## src/rtl/align_buffer_seq.sv

```systemverilog
// align_buffer_seq: per-row clear/fill/drain sequencer for the disparity align buffer.
// Optional stall statistic is built when ALIGN_SEQ_STATS_EN is defined.
module align_buffer_seq #(
  parameter int WIDTH      = 80,
  parameter int CWIDTH     = 11,
  parameter int CLR_CYCLES = 2
) (
  input  logic              clk,
  input  logic              rst,
  input  logic [8:0]        cfg_range,
  input  logic [CWIDTH-1:0] cfg_width,
  input  logic              row_start,
  input  logic              in_valid,
  output logic              in_ready,
  input  logic [WIDTH-1:0]  in_data,
  output logic              buf_rst,
  output logic              buf_clken,
  output logic [8:0]        buf_range,
  output logic [WIDTH-1:0]  buf_din,
  input  logic              buf_rd_en_n,
  input  logic [WIDTH-1:0]  buf_dout,
  output logic              out_valid,
  input  logic              out_ready,
  output logic [WIDTH-1:0]  out_data,
  output logic              out_last,
  output logic              busy,
  output logic              row_done,
  output logic              err_overrun,
  output logic [15:0]       stat_stall_cnt
);

  localparam int CLRW = (CLR_CYCLES > 2) ? $clog2(CLR_CYCLES) : 1;
  localparam logic [CLRW-1:0] CLR_LAST = CLRW'(CLR_CYCLES - 1);

  typedef enum logic [2:0] {
    S_IDLE,
    S_CLEAR,
    S_FILL,
    S_DRAIN,
    S_DONE
  } state_e;

  state_e            state_q, state_d;
  logic [8:0]        range_q, range_d;
  logic [CWIDTH-1:0] width_q, width_d;
  logic [CWIDTH-1:0] in_cnt_q, in_cnt_d;
  logic [CWIDTH-1:0] out_cnt_q, out_cnt_d;
  logic [9:0]        drain_cnt_q, drain_cnt_d;
  logic [CLRW-1:0]   clr_cnt_q, clr_cnt_d;
  logic              out_valid_q, out_valid_d;
  logic              out_last_q, out_last_d;
  logic [WIDTH-1:0]  out_data_q, out_data_d;
  logic              cap_pend_q, cap_pend_d;
  logic              err_q, err_d;

  logic              step;
  logic              pend_live;
  logic              capture;
  logic              need_step;
  logic              row_go;
  logic [CWIDTH:0]   words_seen;

  always_comb begin
    step       = !out_valid_q | out_ready;
    pend_live  = cap_pend_q & !buf_rd_en_n;
    capture    = pend_live & step & (out_cnt_q < width_q);
    words_seen = {1'b0, out_cnt_q} + {{CWIDTH{1'b0}}, pend_live};
    need_step  = words_seen < {1'b0, width_q};
    row_go     = (state_q == S_IDLE) & row_start;
  end

  always_comb begin
    state_d     = state_q;
    range_d     = range_q;
    width_d     = width_q;
    in_cnt_d    = in_cnt_q;
    out_cnt_d   = out_cnt_q;
    drain_cnt_d = drain_cnt_q;
    clr_cnt_d   = clr_cnt_q;
    out_valid_d = out_valid_q;
    out_last_d  = out_last_q;
    out_data_d  = out_data_q;
    cap_pend_d  = cap_pend_q;
    err_d       = err_q;
    in_ready    = 1'b0;
    buf_rst     = 1'b1;
    buf_clken   = 1'b0;
    buf_din     = '0;
    row_done    = 1'b0;

    // A buffer step leaves a pending capture that waits for a free slot.
    if (capture) begin
      out_valid_d = 1'b1;
      out_data_d  = buf_dout;
      out_last_d  = (out_cnt_q == width_q - CWIDTH'(1));
      out_cnt_d   = out_cnt_q + CWIDTH'(1);
    end else if (out_ready) begin
      out_valid_d = 1'b0;
      out_last_d  = 1'b0;
    end

    unique case (state_q)
      S_IDLE: begin
        if (row_start) begin
          range_d     = (cfg_range == 9'd0) ? 9'd1 : cfg_range;
          width_d     = cfg_width;
          err_d       = 1'b0;
          in_cnt_d    = '0;
          out_cnt_d   = '0;
          drain_cnt_d = '0;
          clr_cnt_d   = '0;
          state_d     = (cfg_width == '0) ? S_DONE : S_CLEAR;
        end
      end
      S_CLEAR: begin
        buf_rst   = 1'b0;
        clr_cnt_d = clr_cnt_q + CLRW'(1);
        if (clr_cnt_q == CLR_LAST) begin
          state_d = S_FILL;
        end
      end
      S_FILL: begin
        in_ready = step;
        if (in_valid && step) begin
          buf_clken = 1'b1;
          buf_din   = in_data;
          in_cnt_d  = in_cnt_q + CWIDTH'(1);
          if (in_cnt_q + CWIDTH'(1) == width_q) begin
            state_d = S_DRAIN;
          end
        end
      end
      S_DRAIN: begin
        if (out_cnt_q == width_q) begin
          if (step) begin
            state_d = S_DONE;
          end
        end else if (step && need_step) begin
          buf_clken   = 1'b1;
          drain_cnt_d = drain_cnt_q + 10'd1;
          if (drain_cnt_d > ({1'b0, range_q} + 10'd4)) begin
            err_d   = 1'b1;
            state_d = S_DONE;
          end
        end
      end
      S_DONE: begin
        row_done = 1'b1;
        state_d  = S_IDLE;
      end
      default: begin
        state_d = S_IDLE;
      end
    endcase

    if (buf_clken) begin
      cap_pend_d = 1'b1;
    end else if (step) begin
      cap_pend_d = 1'b0;
    end
    if (row_go) begin
      cap_pend_d = 1'b0;
    end
  end

  always_ff @(posedge clk or negedge rst) begin
    if (!rst) begin
      state_q     <= S_IDLE;
      range_q     <= '0;
      width_q     <= '0;
      in_cnt_q    <= '0;
      out_cnt_q   <= '0;
      drain_cnt_q <= '0;
      clr_cnt_q   <= '0;
      out_valid_q <= 1'b0;
      out_last_q  <= 1'b0;
      out_data_q  <= '0;
      cap_pend_q  <= 1'b0;
      err_q       <= 1'b0;
    end else begin
      state_q     <= state_d;
      range_q     <= range_d;
      width_q     <= width_d;
      in_cnt_q    <= in_cnt_d;
      out_cnt_q   <= out_cnt_d;
      drain_cnt_q <= drain_cnt_d;
      clr_cnt_q   <= clr_cnt_d;
      out_valid_q <= out_valid_d;
      out_last_q  <= out_last_d;
      out_data_q  <= out_data_d;
      cap_pend_q  <= cap_pend_d;
      err_q       <= err_d;
    end
  end

`ifdef ALIGN_SEQ_STATS_EN
  logic [15:0] stall_q, stall_d;

  always_comb begin
    stall_d = stall_q;
    if (row_go) begin
      stall_d = '0;
    end else if (state_q == S_FILL && !(in_valid && step)
                 && stall_q != 16'hFFFF) begin
      stall_d = stall_q + 16'd1;
    end
  end

  always_ff @(posedge clk or negedge rst) begin
    if (!rst) begin
      stall_q <= '0;
    end else begin
      stall_q <= stall_d;
    end
  end

  assign stat_stall_cnt = stall_q;
`else
  assign stat_stall_cnt = 16'd0;
`endif

  assign buf_range   = range_q;
  assign out_valid   = out_valid_q;
  assign out_data    = out_data_q;
  assign out_last    = out_last_q;
  assign err_overrun = err_q;
  assign busy        = (state_q != S_IDLE);

endmodule

```

## config.mk

```make
export PLATFORM = sky130hd
export DESIGN_NAME = align_buffer_seq
export DESIGN_NICKNAME = d
export VERILOG_FILES = /design/src/rtl/align_buffer_seq.sv
export SDC_FILE = /design/constraint.sdc
export NUM_CORES = 1
export LEC_CHECK = 0
export ABC_AREA = 1
export CORE_UTILIZATION = 35
export CTS_BUF_LIST = sky130_fd_sc_hd__clkbuf_4
export CTS_CLUSTER_SIZE = 28
export DETAILED_ROUTE_END_ITERATION = 16
export MAX_ROUTING_LAYER = met4
export PLACE_DENSITY = 0.73
export SKIP_CTS_REPAIR_TIMING = 1
export SLEW_MARGIN = 5
export SYNTH_ARGS = -nofsm -noshare
export SYNTH_HDL_FRONTEND = slang
export SYNTH_SLANG_ARGS = --single-unit
```

## constraint.sdc

```tcl
create_clock -name clk -period 5.25 [get_ports clk]
set_input_delay 1.575 -clock clk [delete_from_list [all_inputs] [get_ports clk]]
set_output_delay 1.575 -clock clk [all_outputs]
set_load 0.02 [all_outputs]
```

run_1/met1.png
Scale bar: 50 um. Supply wires on this layer in grey.
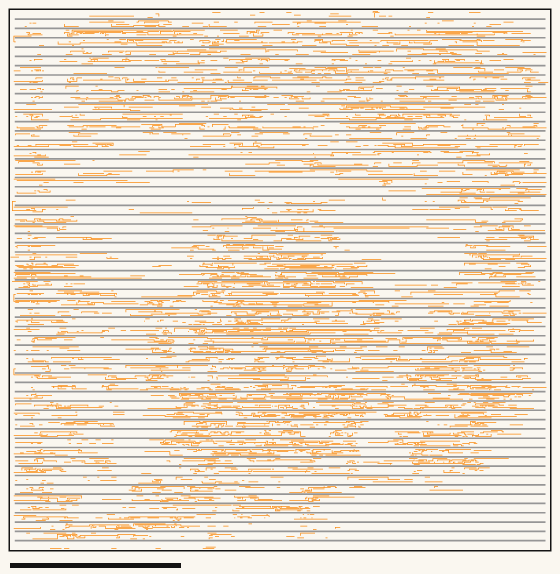
nets with wire on the layer: 1582
main direction: horizontal
share of all routed wire: 40%

run_1/met2.png
Scale bar: 50 um.
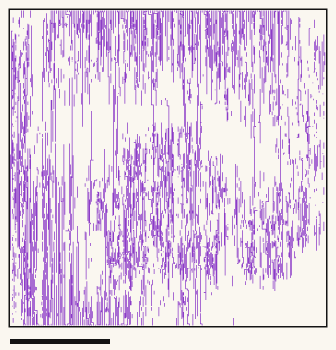
main direction: vertical
longest straight run: 68.8 um
nets with wire on the layer: 1407
wire length on this layer: 14900 um
share of all routed wire: 52%

run_1/met3.png
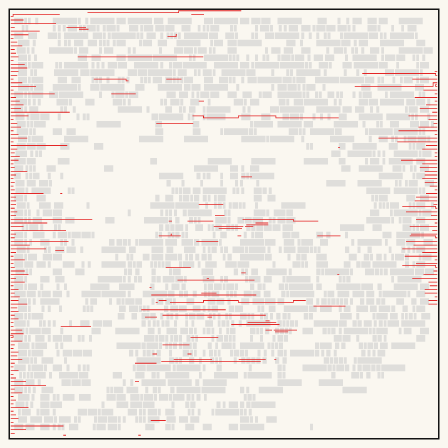
longest straight run: 46.0 um
nets with wire on the layer: 217
main direction: horizontal

==> impl_metrics.toml, run 1 <==
# yosys + openroad results
[layout]
logic_area_um2 = 4420
logic_gate_count = 893
largest_reg_flops = 80
ff_count = 140
lay_top_count = "nand2_1"
layout_top_cells = "nand2_1 (477), clkdlybuf4s50_1 (316), dfrtp_1 (140)"

[setup_path]
reg2reg_slack_ns = 2.18
reg2reg_depth = 16
cp-end-kind = "output pin"
setup.worst_path.start_class = "input port"
worst_ep_required_time_ns = 3.68
path_common_cell = "ha_4"
crit_end = "buf_clken"
critPathMaxFanout = 4
worst-path-buf-inv = 3
cp_top_family = "simple AND/OR/NAND/NOR gates"
cp.depth = 15
slowest_stage = "or2_4"

[route]
drtIter0Drc = 460
avgRoutedWirePerCell_um = 15.3
ant_nets = 0
via_per_inst = 4.66
drc_errors = 0
first_pass_iters = 4
wl_met3_um = 1620
met2_length_um = 14900
met1_length_um = 11600

[sta]
min_period_ns = 5.16
maxSlewViolCount = 0
setup_tns_ns = 0
rsz0062_at_grt = "true"
tightest_slew_ns = 1.05

[worst_hold_path]
whs_endpoint = "out_data[66]"

[flow_run]
warnings = 27
drv_cap = 0

[synthesis]
top_area_frac = 0.413
yosys.stat.seqShare = 0.413
yosysUniqueCellTypes = 40
yosys_warnings = 0
ys_sh_simple = 0.345
xor_share = 0.0464
ys_ff = 140
common_cells = "nand2_1 (479), dfrtp_1 (140), nor2_1 (117)"
synth_area_um2 = 8490
logic_family = "simple AND/OR/NAND/NOR gates"
ys_cells = 1183
yosys-stat-area_um2 = 8490
ys_top_cells_by_area = "dfrtp_1 (41%), nand2_1 (21%), ha_1 (5.6%)"
synth-edff-count = 0
avgSynthCellArea_um2 = 7.17

[outcome]
status = "finished clean"

[grt]
grt.total_usage = 0.235
gr-total-overflow = 0
grt_pass1_wl_um = 43500
use_met1 = 0.267

[die]
die_height_um = 158
n_tap_cell = 319
dieArea_um2 = 24900
ioPinCount = 379

[place]
place_hpwl_um = 22000
place.gp.congestion = 0.884

[power]
peakVddDrop_v = 0.000196
total_leakage_power_nw = 6.87
power_switching_share = 0.472
power.switching_w = 0.00293
p_per_area_nw_per_um2 = 477
pwr-share-comb = 0.588
p_seq_frac = 0.301

[clock_network]
clkTransAtPathRegs_ns = 0.13
clock_path_buffers = 2
-- run 1: power groups by stage --
| stage | clock network (W) | registers [W] | logic [W] |
|---|---|---|---|
| 3_3_place_gp | 0 | 0.00187 | 0.00353 |
| 4_1_cts | 0.000718 | 0.00186 | 0.00361 |
| 6_report | 0.000686 | 0.00187 | 0.00365 |
| 3_5_place_dp | 0 | 0.00189 | 0.00359 |
| 5_1_grt | 0.000755 | 0.00193 | 0.00403 |
| 2_1_floorplan | 0 | 0.00218 | 0.00176 |
==> inputs of run 2 (changes only) <==
CORE_UTILIZATION = 39   (was 35)
PLACE_DENSITY = 0.83   (was 0.73)
clock period = 4.2 ns   (was 5.25 ns; I/O delays follow)
run_2/met3.png
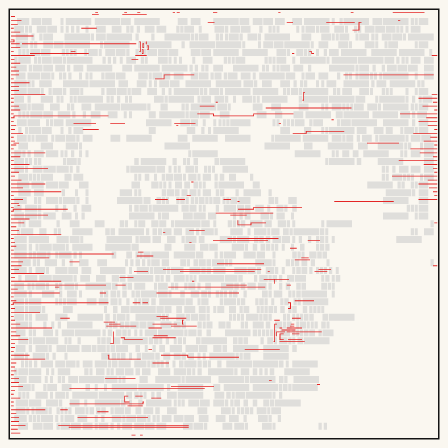
share of all routed wire: 6.1%
wire length on this layer: 1780 um

run_2/met4.png
Scale bar: 50 um. Supply wires on this layer in grey.
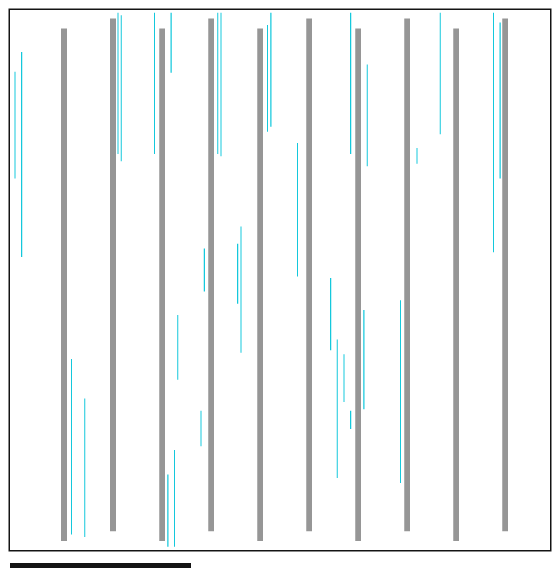
longest straight run: 66.0 um
share of all routed wire: 3.4%

==> run 2 against run 1 <==
The flow now finishes with violations (setup timing). Cell area grew 0.46%. Worst setup slack lost 0.42 ns. Critical path type unchanged. Total power grew 26%.
==> impl_metrics.toml, run 2 <==
# yosys + openroad results
[outcome]
status = "finished with violations"
violations = "setup timing"

[worst_hold_path]
whs_endpoint = "out_data[47]"

[setup_path]
critPathMaxFanout = 4
reg2reg_slack_ns = 1.13
setup.worst_path.start_class = "input port"
cp-end-kind = "output pin"
worst_ep_required_time_ns = 2.94
crit_end = "buf_clken"

[synthesis]
avgSynthCellArea_um2 = 7.17
ys_sh_adder = 0.0560
yosys.stat.seqShare = 0.413
yosysUniqueCellTypes = 40
yosys-stat-area_um2 = 8490
synth_area_um2 = 8490
synthMuxAreaShare = 0
ys_top_cells_by_area = "dfrtp_1 (41%), nand2_1 (21%), ha_1 (5.6%)"
synth-edff-count = 0
ys_sh_simple = 0.345
top_area_frac = 0.413
ys_cells = 1183

[route]
avgRoutedWirePerCell_um = 15.8
first_pass_iters = 8
ant_nets = 0
drc_errors = 0

[power]
pwr-share-comb = 0.596
p_seq_w = 0.00232
peakVddDrop_v = 0.000314
p_total_w = 0.00783
p_seq_frac = 0.296
clock_power_w = 0.000847
power.switching_w = 0.00369
p_per_area_nw_per_um2 = 599
power_switching_share = 0.471
power-top-group = "combinational cells"
comb_cell_power_w = 0.00467

[layout]
layout_top_cells = "nand2_1 (475), clkdlybuf4s50_1 (279), dfrtp_1 (140)"
lay_top_count = "nand2_1"
logic_area_um2 = 4410
largest_reg_flops = 80
logic_gate_count = 893
ff_count = 140
sh_comb_area = 0.338

[sta]
setup_tns_ns = -0.324
rsz0062_at_grt = "true"
min_period_ns = 4.52
maxSlewViolCount = 0
setup_violations = 1
tightest_slew_ns = 0.988
fin_ws_ns = -0.324

[grt]
grt.total_usage = 0.263
grt_pass1_wl_um = 44000
gr-total-overflow = 0

[die]
ioPinCount = 379
dieArea_um2 = 22400
die_height_um = 150
n_tap_cell = 275
fp_util = 0.401

[place]
place_hpwl_um = 22600
place.gp.congestion = 0.913

[clock_network]
clkTransAtPathRegs_ns = 0.13
clock_path_buffers = 2

[flow_run]
warnings = 30
## run 2: metal layers
layer  share of wire  vias to the layer above  global-route usage
met5               0                        -                   -
li1                -                     4421                   -
met4           0.034                        0               0.128
met1            0.39                     4205               0.303
met2            0.51                      372               0.438
met3           0.061                       67              0.0497
## run 2: worst max-delay path, cell delays in order
cell and delay, ns:
clkbuf_2 0.07, or2_1 0.22, inv_2 0.08, ha_4 0.17, ha_4 0.18, nand3_2 0.08
xor2_1 0.15, ha_1 0.19, a21o_1 0.17, a21oi_2 0.15, nand2_2 0.08, nor2_4 0.11
nand4_4 0.12, nand2_4 0.10, buf_6 0.11
## run 2: through the flow
step                std cells   util
floorplan                1198      -
global placement         1804  0.591
detailed placement       1804  0.591
CTS                      1836  0.604
global route             1847  0.618
finish                   1847  0.618
==> inputs of run 3 (changes only) <==
CORE_AREA = 2 2 147 149   (was default)
CORE_UTILIZATION = default   (was 39)
DIE_AREA = 0 0 149 151   (was default)
PLACE_DENSITY = 0.82   (was 0.83)
clock period = 4.3 ns   (was 4.2 ns; I/O delays follow)
run_3/met1.png
Scale bar: 50 um. Supply wires on this layer in grey.
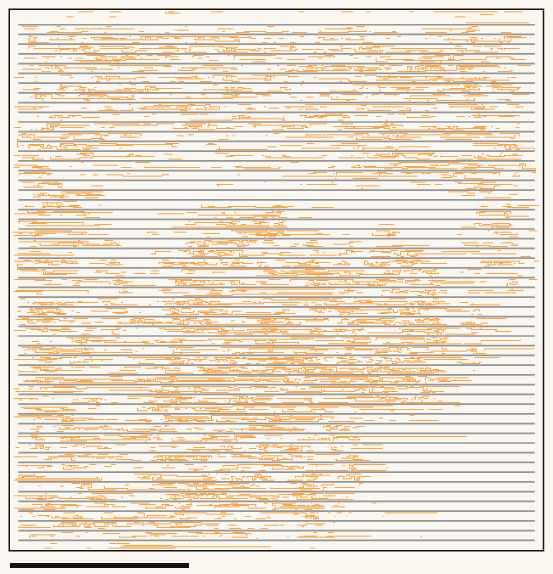
longest straight run: 44.8 um
nets with wire on the layer: 1582
share of all routed wire: 38%

run_3/met4.png
Scale bar: 50 um. Supply wires on this layer in grey.
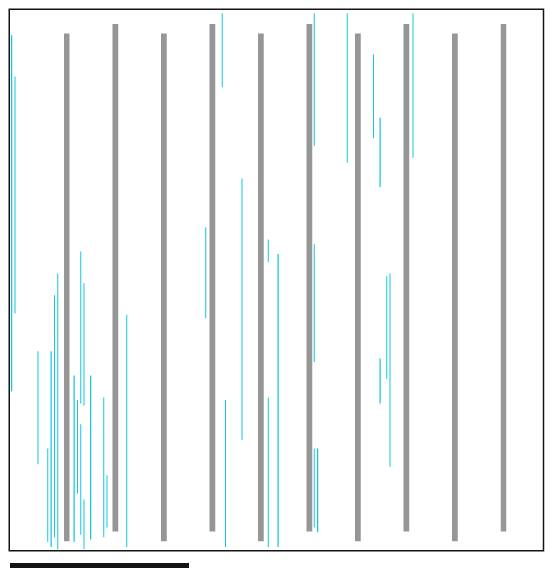
main direction: vertical
wire length on this layer: 1400 um
share of all routed wire: 4.6%

==> run 3 against run 2 <==
The flow still finishes with violations (setup timing). Register-to-register slack better by 0.14 ns. Total power decreased by 0.92%. Combinational power fell by 1%. Cell count fell by 0.11%. Die size up 0.66%. Cell area grew 0.18%.
==> impl_metrics.toml, run 3 <==
# yosys + openroad results
[power]
comb_cell_power_w = 0.00461
p_seq_w = 0.00226
peakVddDrop_v = 0.000238
p_per_area_nw_per_um2 = 593
power-top-group = "combinational cells"
p_total_w = 0.00776
p_seq_frac = 0.291
power.switching_w = 0.00364
pwr-share-comb = 0.594
clock_power_w = 0.000894

[layout]
logic_area_um2 = 4430
sh_comb_area = 0.338
largest_reg_flops = 80
lay_top_count = "nand2_1"
ff_count = 140
final_core_util = 0.629

[sta]
min_period_ns = 4.62
setup_violations = 1
fin_ws_ns = -0.324
rsz0062_at_grt = "true"
tightest_slew_ns = 0.686

[outcome]
status = "finished with violations"
violations = "setup timing"

[setup_path]
worst-path-buf-inv = 3
slowest_stage = "ha_1"
setup.worst_path.start_class = "input port"
cp_top_family = "simple AND/OR/NAND/NOR gates"
critPathMaxFanout = 4
slowest_delay_ns = 0.34

[grt]
grt.total_usage = 0.274
grt_pass1_wl_um = 46400

[die]
n_tap_cell = 275
fp_util = 0.408

[route]
ant_nets = 0
avgRoutedWirePerCell_um = 16.4

[synthesis]
avgSynthCellArea_um2 = 7.17
yosys-stat-area_um2 = 8490
synth-edff-count = 0
ys_cells = 1183
top_area_frac = 0.413
ys_top_cells_by_area = "dfrtp_1 (41%), nand2_1 (21%), ha_1 (5.6%)"

[worst_hold_path]
whs_endpoint = "out_data[44]"

[clock_network]
clock_path_buffers = 2

[place]
place_hpwl_um = 23800
==> run 3: netlist changes by cell type in the layout (fill, tap and decap cells not counted), moves of 3 or more <==
| cell | delta |
|---|---|
| nand3_1 | -3 |
| nand3_2 | +4 |
| dlymetal6s2s_1 | -18 |
| clkbuf_2 | +8 |
| buf_12 | +8 |
==> run 3: cell families (layout without fill, tap and decap cells) <==
kind of cell,after synthesis,in the layout,share of synthesized area
compound gates,82,82,0.0507
xor+xnor,45,45,0.0464
fa+ha+maj,38,38,0.0560
buf+inv,165,531,0.0882
flops,140,140,0.413
other cells,1,22,0.000442
simple gates,712,712,0.345
==> run 3: metal layers <==
metal  wire length (um)  vias up  track usage
met4               1400        0        0.141
met1              11400     4174        0.308
li1                   -     4408            -
met2              15600      341        0.466
met3               1820       73       0.0539
met5                  0        -            -
Power and IR drop assume default switching activity.
